## src/rtl/dmem_arbiter_pkg.sv

```systemverilog
// Shared constants for the data-memory arbiter: FSM encodings, port ids and the
// funct3 access-size codes understood by data_memory.
package dmem_arbiter_pkg;

    localparam logic [1:0] ST_IDLE   = 2'd0;
    localparam logic [1:0] ST_ACCESS = 2'd1;
    localparam logic [1:0] ST_RESP   = 2'd2;

    localparam logic PORT_CPU = 1'b0;
    localparam logic PORT_DBG = 1'b1;

    localparam logic [2:0] F3_LB  = 3'b000;
    localparam logic [2:0] F3_LH  = 3'b001;
    localparam logic [2:0] F3_LW  = 3'b010;
    localparam logic [2:0] F3_LBU = 3'b100;
    localparam logic [2:0] F3_LHU = 3'b101;
    localparam logic [2:0] F3_SB  = 3'b000;
    localparam logic [2:0] F3_SH  = 3'b001;
    localparam logic [2:0] F3_SW  = 3'b010;

    function automatic logic [1:0] port_onehot(input logic port);
        return port ? 2'b10 : 2'b01;
    endfunction

endpackage

```

## src/rtl/dmem_arbiter_rr_arb2.sv

```systemverilog
// Two-way round-robin pick: a lone requester wins, a tie goes to the port
// that did not win last time.
module dmem_arbiter_rr_arb2 (
    input  logic [1:0] req_i,
    input  logic       rr_last_i,
    output logic       winner_o,
    output logic       valid_o
);

    // Winner selection from the request pair and the previous winner
    always_comb begin
        winner_o = 1'b0;
        valid_o  = |req_i;
        case (req_i)
            2'b01:   winner_o = 1'b0;
            2'b10:   winner_o = 1'b1;
            2'b11:   winner_o = ~rr_last_i;
            default: winner_o = 1'b0;
        endcase
    end

endmodule

```

## src/rtl/dmem_arbiter.sv

```systemverilog
// Shares the single data_memory port between the CPU path (port 0) and the
// loader/debug path (port 1); one transaction at a time, with an abort watchdog.
module dmem_arbiter
    import dmem_arbiter_pkg::*;
#(
    parameter int ADDR_W  = 32,
    parameter int DATA_W  = 32,
    parameter int TIMEOUT = 15
) (
    input  logic              clk_i,
    input  logic              rst_i,
    input  logic [1:0]        req_i,
    input  logic [1:0]        we_i,
    input  logic [ADDR_W-1:0] addr0_i,
    input  logic [ADDR_W-1:0] addr1_i,
    input  logic [DATA_W-1:0] wdata0_i,
    input  logic [DATA_W-1:0] wdata1_i,
    input  logic [2:0]        size0_i,
    input  logic [2:0]        size1_i,
    output logic [1:0]        gnt_o,
    output logic [1:0]        rvalid_o,
    output logic [DATA_W-1:0] rdata_o,
    output logic              err_o,
    output logic              mem_read_o,
    output logic              mem_write_o,
    output logic [ADDR_W-1:0] mem_addr_o,
    output logic [DATA_W-1:0] mem_wdata_o,
    output logic [2:0]        mem_funct3_o,
    input  logic [DATA_W-1:0] mem_rdata_i,
    input  logic              mem_ready_i
);

    localparam int              WD_W    = $clog2(TIMEOUT + 1);
    localparam logic [WD_W-1:0] WD_LAST = WD_W'(TIMEOUT - 1);
    localparam logic [WD_W-1:0] WD_MAX  = WD_W'(TIMEOUT);

    logic [1:0]        state_q, state_d;
    logic              rr_last_q, rr_last_d;
    logic              owner_q, owner_d;
    logic              first_q, first_d;
    logic              we_q, we_d;
    logic [ADDR_W-1:0] addr_q, addr_d;
    logic [DATA_W-1:0] wdata_q, wdata_d;
    logic [2:0]        size_q, size_d;
    logic [DATA_W-1:0] rdata_q, rdata_d;
    logic              err_q, err_d;
    logic [WD_W-1:0]   wdog_q, wdog_d;

    logic winner_s;
    logic any_req_s;

    dmem_arbiter_rr_arb2 u_rr_arb2 (
        .req_i     (req_i),
        .rr_last_i (rr_last_q),
        .winner_o  (winner_s),
        .valid_o   (any_req_s)
    );

    // Next-state logic for the FSM, transaction register and watchdog
    always_comb begin
        state_d   = state_q;
        rr_last_d = rr_last_q;
        owner_d   = owner_q;
        first_d   = 1'b0;
        we_d      = we_q;
        addr_d    = addr_q;
        wdata_d   = wdata_q;
        size_d    = size_q;
        rdata_d   = rdata_q;
        err_d     = err_q;
        wdog_d    = wdog_q;
        case (state_q)
            ST_IDLE: begin
                err_d = 1'b0;
                if (any_req_s) begin
                    state_d   = ST_ACCESS;
                    owner_d   = winner_s;
                    rr_last_d = winner_s;
                    first_d   = 1'b1;
                    wdog_d    = '0;
                    we_d      = winner_s ? we_i[1]  : we_i[0];
                    addr_d    = winner_s ? addr1_i  : addr0_i;
                    wdata_d   = winner_s ? wdata1_i : wdata0_i;
                    size_d    = winner_s ? size1_i  : size0_i;
                end else begin
                    state_d = ST_IDLE;
                end
            end
            ST_ACCESS: begin
                if (mem_ready_i) begin
                    state_d = ST_RESP;
                    rdata_d = we_q ? '0 : mem_rdata_i;
                    err_d   = 1'b0;
                end else if (wdog_q >= WD_LAST) begin
                    // the count reaches TIMEOUT this cycle with no ready: abort
                    state_d = ST_RESP;
                    rdata_d = '0;
                    err_d   = 1'b1;
                    wdog_d  = WD_MAX;
                end else begin
                    wdog_d = wdog_q + WD_W'(1);
                end
            end
            ST_RESP: begin
                state_d = ST_IDLE;
            end
            default: begin
                state_d = ST_IDLE;
            end
        endcase
    end

    // State registers with synchronous active-low reset
    always_ff @(posedge clk_i) begin
        if (!rst_i) begin
            state_q   <= ST_IDLE;
            rr_last_q <= 1'b1;
            owner_q   <= 1'b0;
            first_q   <= 1'b0;
            we_q      <= 1'b0;
            addr_q    <= '0;
            wdata_q   <= '0;
            size_q    <= 3'b000;
            rdata_q   <= '0;
            err_q     <= 1'b0;
            wdog_q    <= '0;
        end else begin
            state_q   <= state_d;
            rr_last_q <= rr_last_d;
            owner_q   <= owner_d;
            first_q   <= first_d;
            we_q      <= we_d;
            addr_q    <= addr_d;
            wdata_q   <= wdata_d;
            size_q    <= size_d;
            rdata_q   <= rdata_d;
            err_q     <= err_d;
            wdog_q    <= wdog_d;
        end
    end

    logic in_access_s;
    logic in_resp_s;
    assign in_access_s = (state_q == ST_ACCESS);
    assign in_resp_s   = (state_q == ST_RESP);

    assign gnt_o        = (in_access_s && first_q) ? port_onehot(owner_q) : 2'b00;
    assign mem_read_o   = in_access_s && !we_q;
    assign mem_write_o  = in_access_s && we_q;
    assign mem_addr_o   = in_access_s ? addr_q  : '0;
    assign mem_wdata_o  = in_access_s ? wdata_q : '0;
    assign mem_funct3_o = in_access_s ? size_q  : 3'b000;
    assign rvalid_o     = in_resp_s ? port_onehot(owner_q) : 2'b00;
    assign rdata_o      = in_resp_s ? rdata_q : '0;
    assign err_o        = in_resp_s && err_q;

endmodule

```

## config.mk

```make
export PLATFORM = sky130hd
export DESIGN_NAME = dmem_arbiter
export DESIGN_NICKNAME = d
export VERILOG_FILES = /design/src/rtl/dmem_arbiter_pkg.sv /design/src/rtl/dmem_arbiter_rr_arb2.sv /design/src/rtl/dmem_arbiter.sv
export SDC_FILE = /design/constraint.sdc
export NUM_CORES = 1
export LEC_CHECK = 0
export ABC_AREA = 1
export CAP_MARGIN = 15
export CORE_MARGIN = 1
export CORE_UTILIZATION = 37
export CTS_BUF_LIST = sky130_fd_sc_hd__clkbuf_8
export DETAILED_ROUTE_END_ITERATION = 12
export GPL_TIMING_DRIVEN = 0
export HOLD_SLACK_MARGIN = 0.12
export PLACE_DENSITY = 0.79
export SLEW_MARGIN = 10
export SYNTH_ARGS = -nofsm -noshare
export SYNTH_HDL_FRONTEND = slang
export SYNTH_SLANG_ARGS = --single-unit
```

## constraint.sdc

```tcl
create_clock -name clk_i -period 1.28 [get_ports clk_i]
set_input_delay 0.256 -clock clk_i [delete_from_list [all_inputs] [get_ports clk_i]]
set_output_delay 0.256 -clock clk_i [all_outputs]
set_load 0.005 [all_outputs]
```

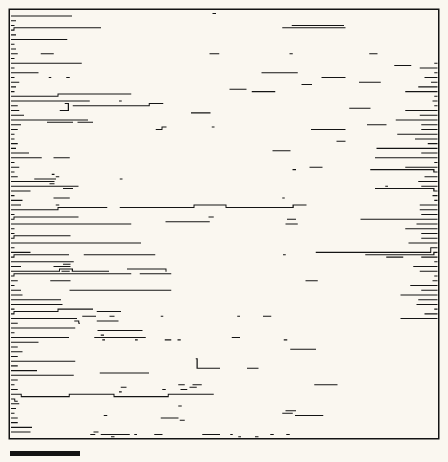
Figure 1: run 1, metal 3.
Bar = 20 um.
wire length on this layer: 1640 um
nets with wire on the layer: 206

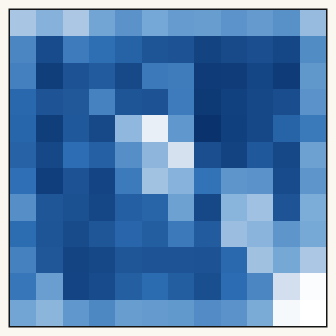
Figure 2: run 1, placement density heat map.
The die is cut into 12 by 12 equal tiles; white is low, dark blue is high, 0 to 100% covered.
emptiest ninth of the die: south-east
nearly empty tiles: 1.4%
tiles over 75% full: 51%
mean over tiles: 70%
densest ninth of the die: west

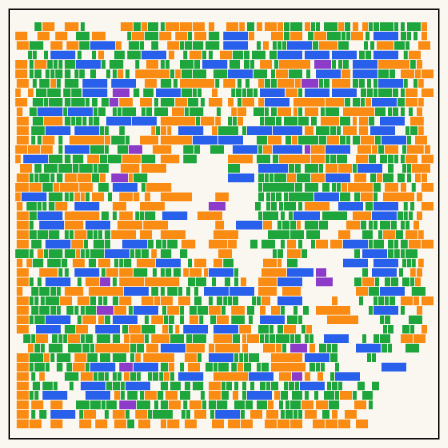
Figure 3: run 1, placed cells, one colour a class.
[other buffers and delay cells] orange | cells: 400 | share of their area: 38%
[all other logic] green | cells: 704 | share of their area: 39%
[flip-flops] blue | cells: 110 | share of their area: 21%
[clock drivers and dummy loads] purple | cells: 16 | share of their area: 1.7%

==> reports/qor.log, run 1 <==
[synthesis] cells in synth_stat.txt 874
[power_and_ir_drop] sequential share of power 39.4%
[power_and_ir_drop] largest power group sequential cells
[min_path] worst hold path stage count 3
[layout] NumNets Final 1400
[detailed_routing] routed wirelength normalized by instance count 17.2 um
[clock_tree] Post-CTS Repair Setup Buffers 21
[worst_setup_path] Critical Path Sink mem_write_o
[power_and_ir_drop] cell-internal power 6.50 mW
[floorplan] Cell Rows 43
[synthesis] Seq/Total Area, Yosys 40.6%
[detailed_routing] vias after detailed routing 7103
[worst_setup_path] r2r setup slk -0.46 ns
[job] stage-log warning count 29
[detailed_routing] residual antenna-violating net count after detailed routing 0
[power_and_ir_drop] switching share of power 34.7%
[synthesis] most common library cells after synthesis 187 x sky130_fd_sc_hd__nand2_1, 176 x sky130_fd_sc_hd__nor2_1, 110 x sky130_fd_sc_hd__dfxtp_1
[final_timing] Max-Slew Margin vs Limit 52.5%
[layout] fraction of standard cell area that is sequential 20.5%
[worst_setup_path] Worst Setup End Kind output port
[global_routing] largest net degree at the start of global routing 21
[layout] number of inverters outside the clock class in the layout 113
[final_timing] Post-Route Hold Slack 0.205 ns
[placed_design] DP Wirelength 14100 um
[job] max-cap violation count 0
[min_path] Hold Path End size_q[0]
[floorplan] Core Area 14100 um^2
[layout] Buffers, non-clock 400
[layout] diode count 0
[detailed_routing] top routing layer in use met4
[power_and_ir_drop] power after layout 9.96 mW
[layout] Regs by FF count addr_q: 32 flops, rdata_q: 32 flops, wdata_q: 32 flops
[detailed_routing] met3 wire length 1640 um
[synthesis] share of the synthesized area in the top cell type 40.6%
[clock_tree] Insertion Delay late pin 0.41 ns
[clock_tree] total clock sinks 110
[synthesis] mux contribution to synthesized area 0%
[final_timing] RSZ-0062 raised after global routing true
[synthesis] Ys Warns 0
[final_timing] final critical-path setup slack -0.584 ns
[synthesis] synthesized flop and latch total 110
[power_and_ir_drop] part of the total power dissipated in combinational logic 39.0%
[final_timing] maximum clock frequency 536 MHz
[global_routing] Overflow after GRT 0
[layout] number of clock buffer instances in the layout 9
[layout] Comb gate area 3680 um^2
[synthesis] number of instances in the synthesized netlist 874
[synthesis] number of flops mapped to enable cells by yosys 0
[detailed_routing] Detail Route met2 WL 12700 um
[final_timing] final count of hold timing violations 0
[floorplan] count of pins on the block boundary 279
[clock_tree] post-cts repair resize count 686
[synthesis] proportion of register bits with asynchronous set or reset after synthesis 0%
[synthesis] main kind of combinational logic by area simple AND/OR/NAND/NOR gates
[synthesis] post-synthesis compound-gate area fraction 16.6%
[layout] logic share of the area 34.0%
[clock_tree] root buf cell sky130_fd_sc_hd__clkbuf_8
[floorplan] Starting Density 38.5%
[worst_setup_path] reg2reg start state_q[1]
[global_routing] overall fraction of global-route tracks in use 28.0%
[clock_tree] buffer depth of the longest clock path 2
[layout] final core occ 76.7%
[synthesis] Cell Type Count 20
[layout] top library cells by usage in the layout, fill and taps aside 171 x sky130_fd_sc_hd__clkdlybuf4s50_1, 118 x sky130_fd_sc_hd__nand2_1, 105 x sky130_fd_sc_hd__inv_1
[final_timing] final setup violating endpoints 214
[layout] Layout area overhead 99.3%
[detailed_routing] Pre-Repair DR Iteration Count 4
[synthesis] Synthesized Nets 1049
[power_and_ir_drop] LEAKAGE 4.46 nW
[global_routing] met2 usage in global routing 51.4%
[power_and_ir_drop] Net Switching 3.45 mW
[layout] Sequential Area 2220 um^2
[worst_setup_path] highest net fanout along the worst path 5
[outcome] violations in the final reports negative setup slack
[layout] most common library cell in the layout ignoring fill and taps sky130_fd_sc_hd__clkdlybuf4s50_1
[outcome] run status complete, but fails checks
==> inputs of run 2 (changes only) <==
- SLEW_MARGIN: 10 -> 5
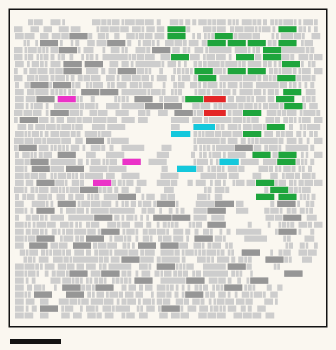
Figure 4: run 2, sequential cells coloured by netlist name.
Bar = 20 um. Other sequential cells in the stronger grey, the rest of the logic in the fainter grey.
[`size_q`] magenta | flops: 3
[`state_q`] red | flops: 2
[`rdata_q`] green | flops: 32
[`wdog_q`] cyan | flops: 4 | where: centre
not coloured: 69
Sequential Area: 2220 um^2
fraction of standard cell area that is sequential: 20.5%
final core occ: 76.7%
sequential logic power: 3.92 mW

==> reports/qor.log, run 2 <==
[floorplan] Starting Density 38.5%
[synthesis] Cell Type Count 20
[layout] number of inverters outside the clock class in the layout 113
[layout] Regs by FF count addr_q: 32 flops, rdata_q: 32 flops, wdata_q: 32 flops
[layout] Comb gate area 3680 um^2
[layout] number of clock buffer instances in the layout 9
[detailed_routing] routed wirelength normalized by instance count 17.2 um
[outcome] run status complete, but fails checks
[detailed_routing] met3 wire length 1640 um
[global_routing] largest net degree at the start of global routing 21
[global_routing] overall fraction of global-route tracks in use 28.0%
[power_and_ir_drop] Net Switching 3.45 mW
[clock_tree] total clock sinks 110
[power_and_ir_drop] switching share of power 34.7%
[final_timing] Post-Route Hold Slack 0.205 ns
[synthesis] synthesized flop and latch total 110
[global_routing] Overflow after GRT 0
[synthesis] proportion of register bits with asynchronous set or reset after synthesis 0%
[layout] Buffers, non-clock 400
[min_path] Hold Path End size_q[0]
[job] max-cap violation count 0
[detailed_routing] residual antenna-violating net count after detailed routing 0
[outcome] violations in the final reports negative setup slack
[power_and_ir_drop] cell-internal power 6.50 mW
[synthesis] Synthesized Nets 1049
[synthesis] cells in synth_stat.txt 874
[layout] NumNets Final 1400
[final_timing] final critical-path setup slack -0.584 ns
[layout] number of logic gates 591
[worst_setup_path] reg2reg start state_q[1]
[synthesis] main kind of combinational logic by area simple AND/OR/NAND/NOR gates
[synthesis] mux contribution to synthesized area 0%
[worst_setup_path] Worst Setup End Kind output port
[synthesis] Ys Warns 0
[power_and_ir_drop] largest power group sequential cells
[clock_tree] Post-CTS Repair Setup Buffers 21
[final_timing] RSZ-0062 raised after global routing true
[min_path] worst hold path stage count 3
[final_timing] Max-Slew Margin vs Limit 52.5%
[worst_setup_path] Critical Path Sink mem_write_o
[synthesis] share of the synthesized area in the top cell type 40.6%
[final_timing] maximum clock frequency 536 MHz
[layout] logic share of the area 34.0%
[synthesis] Seq/Total Area, Yosys 40.6%
[synthesis] number of flops mapped to enable cells by yosys 0
[synthesis] post-synthesis compound-gate area fraction 16.6%
[synthesis] most common library cells after synthesis 187 x sky130_fd_sc_hd__nand2_1, 176 x sky130_fd_sc_hd__nor2_1, 110 x sky130_fd_sc_hd__dfxtp_1
[layout] most common library cell in the layout ignoring fill and taps sky130_fd_sc_hd__clkdlybuf4s50_1
[detailed_routing] Detail Route met2 WL 12700 um
[final_timing] final setup violating endpoints 214
[layout] Layout area overhead 99.3%
[global_routing] met2 usage in global routing 51.4%
[power_and_ir_drop] LEAKAGE 4.46 nW
[layout] top library cells by usage in the layout, fill and taps aside 171 x sky130_fd_sc_hd__clkdlybuf4s50_1, 118 x sky130_fd_sc_hd__nand2_1, 105 x sky130_fd_sc_hd__inv_1
[floorplan] Core Area 14100 um^2
[floorplan] count of pins on the block boundary 279
[power_and_ir_drop] part of the total power dissipated in combinational logic 39.0%
[placed_design] DP Wirelength 14100 um
[floorplan] Cell Rows 43
No activity file was given, so power comes from the tool's default toggle rates.
